===== config.mk =====
export PLATFORM = sky130hd
export DESIGN_NAME = kj_count_l7_flat
export DESIGN_NICKNAME = d
export VERILOG_FILES = /design/src/rtl/kj_count_l7_if.sv /design/src/rtl/kj_count_l7.sv /design/src/flat_wrapper.sv
export SDC_FILE = /design/constraint.sdc
export NUM_CORES = 1
export LEC_CHECK = 0
export ABC_CLOCK_PERIOD_IN_PS = 1800
export CAP_MARGIN = 25
export CORE_MARGIN = 2
export CORE_UTILIZATION = 30
export DETAILED_ROUTE_END_ITERATION = 16
export GPL_TIMING_DRIVEN = 1
export PLACE_DENSITY = 0.53
export SLEW_MARGIN = 20
export SYNTH_ARGS = -nofsm -noshare
export SYNTH_HDL_FRONTEND = slang
export SYNTH_SLANG_ARGS = --single-unit

===== constraint.sdc =====
create_clock -name clk -period 1.8 [get_ports clk]
set_input_delay 0.36 -clock clk [delete_from_list [all_inputs] [get_ports clk]]
set_output_delay 0.36 -clock clk [all_outputs]
set_load 0.01 [all_outputs]

===== src/rtl/kj_count_l7_if.sv =====
// rtl/kj_count_l7_if.sv - control/status bundle between MAC sequencer and kj counter
interface kj_count_l7_if #(
  parameter int J_W = 4
);
  logic [2:0]     u;
  logic           start;
  logic           en;
  logic           R_zero;
  logic [1:0]     k;
  logic [J_W-1:0] j;
  logic           k_zero;
  logic           j_zero;
  logic           busy;
  logic           done;

  modport master (
    output u, start, en, R_zero,
    input  k, j, k_zero, j_zero, busy, done
  );

  modport slave (
    input  u, start, en, R_zero,
    output k, j, k_zero, j_zero, busy, done
  );
endinterface


===== src/rtl/kj_count_l7.sv =====
// rtl/kj_count_l7.sv - nested kernel-column (k) / output-position (j) counter with pass tracking
module kj_count_l7 #(
  parameter int J_W   = 4,
  parameter int P_MAX = 5
) (
  input logic         clk,
  input logic         rst,
  kj_count_l7_if.slave bus
);
  typedef enum logic {IDLE, RUN} state_t;

  state_t         state_q, state_d;
  logic [2:0]     u_q, u_d;
  logic [1:0]     k_q, k_d, k_max;
  logic [J_W-1:0] j_q, j_d, j_max;
  logic [3:0]     p_q, p_d;
  logic           done_q, done_d;
  logic           k_hit, j_hit, last_pass;

  always_comb begin
    k_max = 2'd0;
    j_max = '0;
    case (u_q)
      3'd0:    begin k_max = 2'd2; j_max = J_W'(13); end
      3'd1:    begin k_max = 2'd0; j_max = J_W'(13); end
      3'd2:    begin k_max = 2'd0; j_max = J_W'(6);  end
      3'd3:    begin k_max = 2'd2; j_max = J_W'(6);  end
      3'd4:    begin k_max = 2'd2; j_max = J_W'(6);  end
      3'd5:    begin k_max = 2'd0; j_max = J_W'(6);  end
      default: begin k_max = 2'd0; j_max = '0;       end
    endcase
  end

  assign k_hit     = (state_q == RUN) && bus.en && (k_q == k_max);
  assign j_hit     = k_hit && (j_q == j_max);
  assign last_pass = (p_q == 4'(P_MAX - 1));

  always_comb begin
    state_d = state_q;
    u_d     = u_q;
    k_d     = k_q;
    j_d     = j_q;
    p_d     = p_q;
    done_d  = 1'b0;
    case (state_q)
      IDLE: begin
        if (bus.start) begin
          state_d = RUN;
          u_d     = bus.u;
          k_d     = 2'd0;
          j_d     = '0;
          p_d     = 4'd0;
        end
      end
      RUN: begin
        // completion beats a same-cycle R_zero; both leave k/j at zero
        if (j_hit && last_pass) begin
          state_d = IDLE;
          k_d     = 2'd0;
          j_d     = '0;
          p_d     = 4'd0;
          done_d  = 1'b1;
        end else if (bus.R_zero) begin
          k_d = 2'd0;
          j_d = '0;
        end else if (bus.en) begin
          if (k_hit) begin
            k_d = 2'd0;
            if (j_hit) begin
              j_d = '0;
              p_d = p_q + 4'd1;
            end else begin
              j_d = j_q + J_W'(1);
            end
          end else begin
            k_d = k_q + 2'd1;
          end
        end
      end
      default: state_d = IDLE;
    endcase
  end

  always_ff @(posedge clk) begin
    if (!rst) begin
      state_q <= IDLE;
      u_q     <= 3'd0;
      k_q     <= 2'd0;
      j_q     <= '0;
      p_q     <= 4'd0;
      done_q  <= 1'b0;
    end else begin
      state_q <= state_d;
      u_q     <= u_d;
      k_q     <= k_d;
      j_q     <= j_d;
      p_q     <= p_d;
      done_q  <= done_d;
    end
  end

  assign bus.k      = k_q;
  assign bus.j      = j_q;
  assign bus.k_zero = k_hit;
  assign bus.j_zero = j_hit;
  assign bus.busy   = (state_q == RUN);
  assign bus.done   = done_q;
endmodule


===== src/flat_wrapper.sv =====
// flat-port wrapper written by rule: the top's interface ports become plain ports
module kj_count_l7_flat 
#(
  parameter int J_W   = 4,
  parameter int P_MAX = 5
)
  (clk, rst, bus_u, bus_start, bus_en, bus_R_zero, bus_k, bus_j, bus_k_zero, bus_j_zero, bus_busy, bus_done);
  kj_count_l7_if #(.J_W(J_W)) bus_i ();
  input logic clk;
  input logic rst;
  input wire logic [$bits(bus_i.u)-1:0] bus_u;
  input wire logic [$bits(bus_i.start)-1:0] bus_start;
  input wire logic [$bits(bus_i.en)-1:0] bus_en;
  input wire logic [$bits(bus_i.R_zero)-1:0] bus_R_zero;
  output wire logic [$bits(bus_i.k)-1:0] bus_k;
  output wire logic [$bits(bus_i.j)-1:0] bus_j;
  output wire logic [$bits(bus_i.k_zero)-1:0] bus_k_zero;
  output wire logic [$bits(bus_i.j_zero)-1:0] bus_j_zero;
  output wire logic [$bits(bus_i.busy)-1:0] bus_busy;
  output wire logic [$bits(bus_i.done)-1:0] bus_done;
  assign bus_i.u = bus_u;
  assign bus_i.start = bus_start;
  assign bus_i.en = bus_en;
  assign bus_i.R_zero = bus_R_zero;
  assign bus_k = bus_i.k;
  assign bus_j = bus_i.j;
  assign bus_k_zero = bus_i.k_zero;
  assign bus_j_zero = bus_i.j_zero;
  assign bus_busy = bus_i.busy;
  assign bus_done = bus_i.done;
  kj_count_l7 #(.J_W(J_W), .P_MAX(P_MAX)) u_core (.clk(clk), .rst(rst), .bus(bus_i));
endmodule

**Drive-strength map**

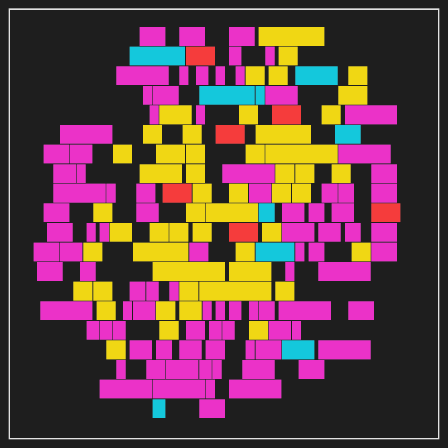
legend:
  cyan:
    size: drive 2
    cells: 9
  yellow:
    size: drive 3 to 4
    cells: 51
  red:
    size: drive 6 and up
    cells: 6
  magenta:
    size: drive 1 or less
    cells: 93
Buffers excl. clock: 56
worst setup margin: -0.264 ns
design area: 0.00157 mm^2
Area Overhead vs Synth: 70.1%

**Register map, names as in the netlist**

Other sequential cells in the stronger gray, the rest of the logic in the fainter gray.
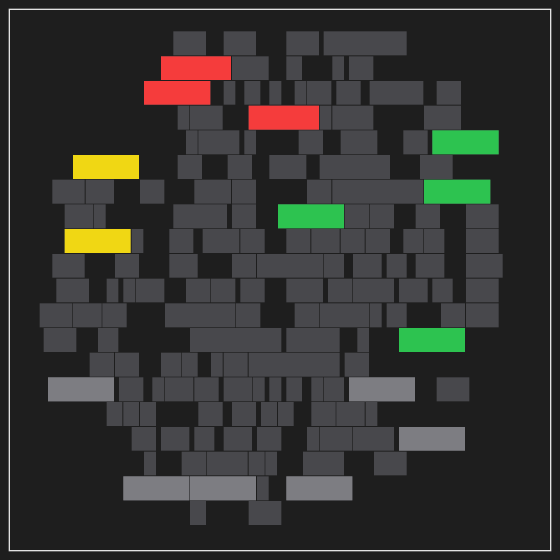
legend:
  yellow:
    signal: `u_core.bus.k`
    flops: 2
  green:
    signal: `u_core.bus.j`
    flops: 4
  red:
    signal: `u_core.u_q`
    flops: 3
not colored: 6

==> flow_summary_export.csv <==
group,metric,value,unit
synth,aoi_share,0.259,
grt,grt_max_degree,12,
sta,finalSetupTns,-1.28,ns
finish,instances_no_fill,192,
synth,ys_sh_mux,0.0109,
finish,comb_area_frac,0.445,
grt,antenna_found_initial,0,
sta,drv_slew,0,
critical_path,critPathMaxStageDelay,0.35,ns
drt,ant_nets,0,
power_and_ir_drop,pg_seq,0.347,mW
drt,wl,2510,um
sta,holdWs,0.513,ns
clock_tree,h-tree-depth,1,
power_and_ir_drop,power_leader,"registers",
grt,met1_usage,0.217,
drt,drt_pre_antenna_iters,4,
finish,layout-drive-gt1-share,0.415,
sta,period_needed,2.06,ns
status,violations,"negative setup slack",
sta,setup_viol,9,
critical_path,cp.buffers_inverters,3,
synth,ys_ff,15,
synth,async_flop_share,0,
sta,timing.final.ws_setup,-0.264,ns
critical_path,end_kind,"output pin",
drt,route.met3.wl,127,um
status,status,"complete, but fails checks",
power_and_ir_drop,p_per_area,486,mW/mm^2
sta,max-slew-margin-rel,0.802,
critical_path,critPathRequiredTime,1.44,ns
grt,grt_pass1_vias,872,
clock_tree,cts_resized,13,
synth,ys_cells,102,
power_and_ir_drop,pg_clk,0.201,mW
sta,max_freq,484,MHz
drt,top_layer_used,"met4",
sta,tightest_slew,0.297,ns
power_and_ir_drop,p_comb_frac,0.282,
placement,place_ws,-0.568,ns
**Placement by cell class**

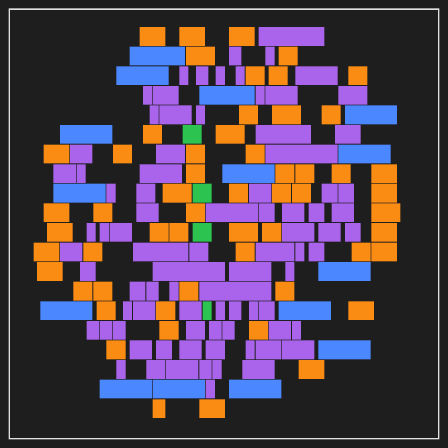
legend:
  green:
    class: clock drivers and dummy loads
    cells: 4
    share_of_their_area: 1.7%
  orange:
    class: other buffers and delay cells
    cells: 56
    share_of_their_area: 31%
  purple:
    class: all other logic
    cells: 84
    share_of_their_area: 47%
  blue:
    class: flip-flops
    cells: 15
    share_of_their_area: 20%
row count: 20
Final Util: 0.527
core area: 0.00298 mm^2
Seq/total area: 0.193

worst max-delay path by stage:
stage / slack, ns / endpoint / startpoint / cells after the start
after floorplan: 0.00004 / u_core.p_q[3]$_SDFFE_PN0P_ / u_core.u_q[1]$_SDFFE_PN0P_ / 7
after global placement: -0.57 / bus_k_zero / bus_en / 6
after detailed placement: -0.57 / bus_k_zero / bus_en / 6
after CTS: -0.31 / bus_j_zero / u_core.u_q[1]$_SDFFE_PN0P_ / 5
after global routing: -0.33 / bus_j_zero / u_core.u_q[1]$_SDFFE_PN0P_ / 5
final: -0.26 / bus_k_zero / u_core.u_q[1]$_SDFFE_PN0P_ / 6
synth_stat cells, types with 2 or more instances:
cell	number	area (um^2)
nand3_1	3	15.0
o31ai_1	2	15.0
dfxtp_1	15	300
inv_1	5	18.8
nand2_1	5	18.8
and3_1	2	12.5
xor2_1	3	26.3
ha_1	5	62.6
nor2_1	13	48.8
nor3_1	3	15.0
clkbuf_1	2	7.51
a41oi_1	3	26.3
a31oi_1	2	12.5
or3_1	2	12.5
a21oi_1	5	25.0
cell usage in the layout (no fill, tap or decap), types with 2 or more instances in the layout:
cell type        synthesis  final
ha_1                     5      4
nor3_1                   3      2
a2111oi_4                0      2
and3_1                   2      2
dfxtp_1                 15     13
clkdlybuf4s50_1          0     15
nor2_1                  13     13
or2_4                    1      2
nand3_1                  3      3
dfxtp_2                  0      2
xor2_1                   3      2
a41oi_1                  3      3
o31ai_1                  2      2
buf_4                    1     34
or3_1                    2      2
a31oi_1                  2      2
clkbuf_4                 0      3
buf_6                    0      6
inv_1                    5      4
a21oi_1                  5      4
nand2_1                  5      4
flip-flops by register name, indices dropped and copies added (netlist names):
name / cells
u_core.p_q: 4
u_core.bus.k: 2
u_core.bus.busy: 1
u_core.bus.j: 4
u_core.bus.done: 1
u_core.u_q: 3
